### src/rtl/snake_dir_ctrl.sv
// Snake head direction controller: filters illegal turns, buffers accepted
// turns in a small FIFO and applies one turn per movement tick.
module snake_dir_ctrl #(
  parameter int unsigned QDEPTH   = 2,
  parameter logic [1:0]  INIT_DIR = 2'b11
) (
  input  logic       clk,
  input  logic       rst,
  input  logic       key_up,
  input  logic       key_down,
  input  logic       key_left,
  input  logic       key_right,
  input  logic       tick,
  input  logic       game_run,
  input  logic       restart,
  output logic [1:0] dir,
  output logic       step,
  output logic [2:0] q_count,
  output logic       drop
);

  localparam int unsigned     PW   = (QDEPTH > 2) ? 2 : 1;
  localparam logic [PW-1:0]   PMAX = PW'(QDEPTH - 1);
  localparam logic [2:0]      QMAX = 3'(QDEPTH);

  typedef enum logic {IDLE, RUN} state_e;

  state_e        state_q, state_d;
  logic [1:0]    dir_q, dir_d;
  logic          step_q, step_d;
  logic          drop_q, drop_d;
  logic [2:0]    count_q, count_d;
  logic [PW-1:0] rd_ptr_q, rd_ptr_d;
  logic [PW-1:0] wr_ptr_q, wr_ptr_d;
  logic [1:0]    mem_q [QDEPTH];

  logic          active, any_key, pop, push, reject;
  logic [1:0]    key_dir, ref_dir;
  logic [PW-1:0] tail_ptr;

  // A falling game_run masks the tick/key of that same cycle.
  assign active  = (state_q == RUN) && game_run;
  assign any_key = key_up | key_down | key_left | key_right;

  always_comb begin
    key_dir = 2'b11;
    if (key_up)        key_dir = 2'b00;
    else if (key_down) key_dir = 2'b01;
    else if (key_left) key_dir = 2'b10;
  end

  assign tail_ptr = (wr_ptr_q == '0) ? PMAX : wr_ptr_q - PW'(1);
  assign ref_dir  = (count_q != 3'd0) ? mem_q[tail_ptr] : dir_q;

  assign pop    = active && tick && (count_q != 3'd0);
  assign reject = (key_dir == ref_dir)
               || ((key_dir[1] == ref_dir[1]) && (key_dir[0] != ref_dir[0]))
               || ((count_q == QMAX) && !pop);
  assign push   = active && any_key && !reject;

  // NOTE: all next-state values get a default first so no latch is inferred.
  always_comb begin
    state_d  = game_run ? RUN : IDLE;
    dir_d    = dir_q;
    step_d   = active && tick;
    drop_d   = active && any_key && reject;
    count_d  = count_q;
    rd_ptr_d = rd_ptr_q;
    wr_ptr_d = wr_ptr_q;

    if (pop) begin
      dir_d    = mem_q[rd_ptr_q];
      rd_ptr_d = (rd_ptr_q == PMAX) ? '0 : rd_ptr_q + PW'(1);
    end
    if (push) begin
      wr_ptr_d = (wr_ptr_q == PMAX) ? '0 : wr_ptr_q + PW'(1);
    end
    if (push && !pop)      count_d = count_q + 3'd1;
    else if (pop && !push) count_d = count_q - 3'd1;

    if (restart) begin
      dir_d    = INIT_DIR;
      step_d   = 1'b0;
      drop_d   = 1'b0;
      count_d  = 3'd0;
      rd_ptr_d = '0;
      wr_ptr_d = '0;
    end
  end

  // NOTE: sequential state uses non-blocking assignments only.
  always_ff @(posedge clk) begin
    if (rst) begin
      state_q  <= IDLE;
      dir_q    <= INIT_DIR;
      step_q   <= 1'b0;
      drop_q   <= 1'b0;
      count_q  <= 3'd0;
      rd_ptr_q <= '0;
      wr_ptr_q <= '0;
    end else begin
      state_q  <= state_d;
      dir_q    <= dir_d;
      step_q   <= step_d;
      drop_q   <= drop_d;
      count_q  <= count_d;
      rd_ptr_q <= rd_ptr_d;
      wr_ptr_q <= wr_ptr_d;
    end
  end

  // NOTE: queue storage is not reset; count and pointers alone define validity.
  always_ff @(posedge clk) begin
    if (push && !restart) mem_q[wr_ptr_q] <= key_dir;
  end

  assign dir     = dir_q;
  assign step    = step_q;
  assign drop    = drop_q;
  assign q_count = count_q;

endmodule
### config.mk
export PLATFORM = sky130hd
export DESIGN_NAME = snake_dir_ctrl
export DESIGN_NICKNAME = d
export VERILOG_FILES = /design/src/rtl/snake_dir_ctrl.sv
export SDC_FILE = /design/constraint.sdc
export NUM_CORES = 1
export LEC_CHECK = 0
export CAP_MARGIN = 20
export CORE_ASPECT_RATIO = 1.25
export CORE_MARGIN = 1
export CORE_UTILIZATION = 40
export CTS_CLUSTER_SIZE = 40
export DETAILED_ROUTE_END_ITERATION = 8
export MAX_ROUTING_LAYER = met4
export PLACE_DENSITY = 0.67
export SKIP_CTS_REPAIR_TIMING = 1
export SYNTH_ARGS = -nofsm -noshare
export SYNTH_HDL_FRONTEND = slang
export SYNTH_SLANG_ARGS = --single-unit
### constraint.sdc
create_clock -name clk -period 7.6 [get_ports clk]
set_input_delay 1.9 -clock clk [delete_from_list [all_inputs] [get_ports clk]]
set_output_delay 1.9 -clock clk [all_outputs]
set_load 0.05 [all_outputs]
==> flow_summary.ini <==
; yosys + openroad results
[outcome]
status = finished, final reports clean

[critical_path]
slowest_delay_ns = 0.42
reg2reg_slack_ns = 5.08
critPathSlowestCell = clkdlybuf4s50_1
worst_path_dominant_cell_family = simple AND/OR/NAND/NOR gates
path_depth = 11
r2r-end = q_count[2]$_SDFFE_PP0P_
crit_path_start_kind = primary input
r2r_cells = 10
path_class = primary input to flop

[synth]
area_leaders = dfxtp_1, edfxtp_1, mux2i_1, xor2_1, nor2_1
synthAoiAreaFrac = 0.0729
ys_sh_xor = 0.0537
floorplan.nets = 75
top_cell_area_share = 0.307
ys_area_um2 = 652
synthTopCellsByCount = dfxtp_1, nor2_1, mux2i_1
ff_type = dfxtp_1
synth.most_common_cell = dfxtp_1
yosys-stat-cells = 64

[timing]
setup_ws_ns = 3.41
clock_skew_ns = 0.00645
fmax_mhz = 238
finalSetupViolations = 0

[power]
clkPwrFrac = 0.319
switchingPower_uw = 32.7
p_comb_frac = 0.112
vdd_ir_drop_max_uv = 67.4

[die]
initial_utilization = 0.451
coreArea_um2 = 1450
die_h_um = 47.1
pin_count = 16

[placed_design]
hpwl_um = 883
postPlaceCellArea_um2 = 818
place_congestion = 0.693

[final_layout]
syn_to_final_growth_pct = 29.6
final_cell_mix = clkdlybuf4s50_1, dfxtp_1, nor2_1
nMultiInputCombCells = 46
largest_class = sequential cells
final-clk-cell-share = 0.0311
largest_reg_flops = 4
nClkBuffers = 4
comb_share = 0.373

[clock_tree]
h-tree-depth = 1
root_buffer = clkbuf_4
cts_buffers = 3
path_clk_slew_ns = 0.09
clkLatencyLatePin_ns = 0.28

[flow_run]
warnings = 26

[grt]
grt_max_degree = 9
overflow = 0

[worst_hold_path]
hold_path.class = flop to flop

[drt]
routedWlPerCell_um = 11.7
top_layer = met4
met3_length_um = 39
routed_via_density = 4.92
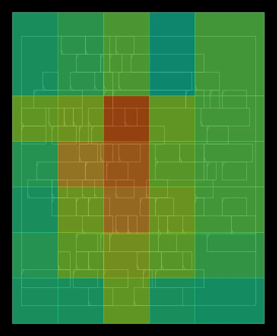
**Above:** track usage over the die.
GR Layer Usage met1: 0.189
Final Util: 0.584
GR Util met2: 0.220
Overall Global Routing Usage: 0.164
Global Route met3 Usage: 0.0569

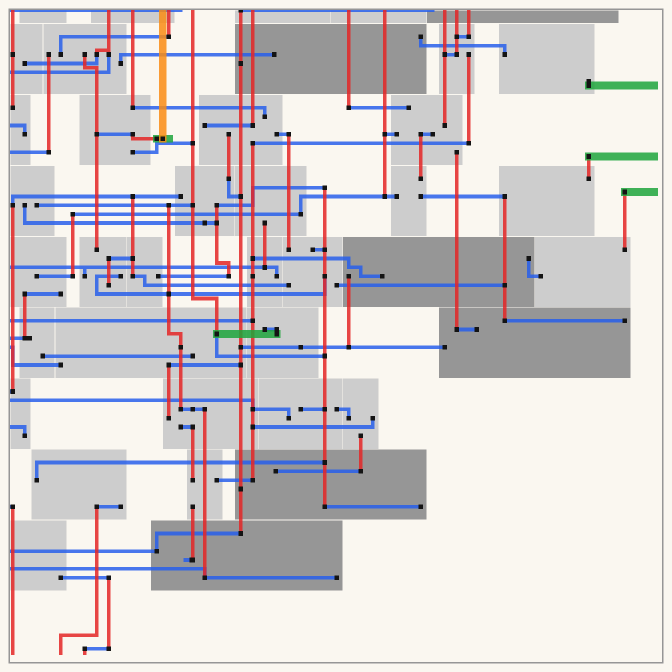
**Above:** close-up of the layout.
Region (13, 0) to (38, 25) um. Cells in gray, sequential cells in the stronger gray; small squares are vias.
orange -> metal 4
red -> metal 2
blue -> metal 1
green -> metal 3
sequential cells in the window = 5
netlist names of flops here include = q_count (2)
most frequent = nor2_1 (5), dfxtp_1 (5), clkdlybuf4s50_1 (5)
cells with their middle in the window = 31

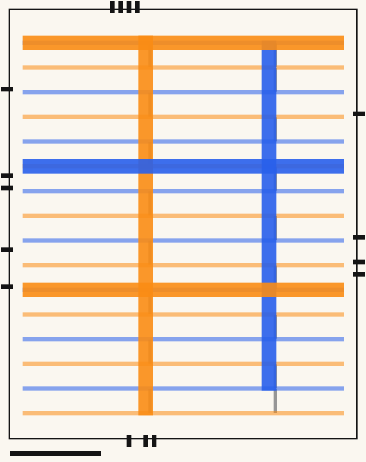
**Above:** power grid.
Bar = 10 um. Pins as bars on the die edge. Tap cells in gray.
orange -> VSS
blue -> VDD
signal pins = 16
met4 straps = 2
rows = 15

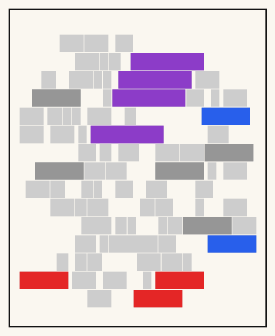
**Above:** where the registers sit.
Other sequential cells in the stronger gray, the rest of the logic in the fainter gray.
blue -> dir  # sequential cells 2
red -> q_count  # sequential cells 3
purple -> mem_q  # sequential cells 4, where top center
not colored = 5
Flop area: 320 um2
seq pwr: 78.9 uW
flop share of the area: 0.379

No activity file was given, so power comes from the tool's default toggle rates.
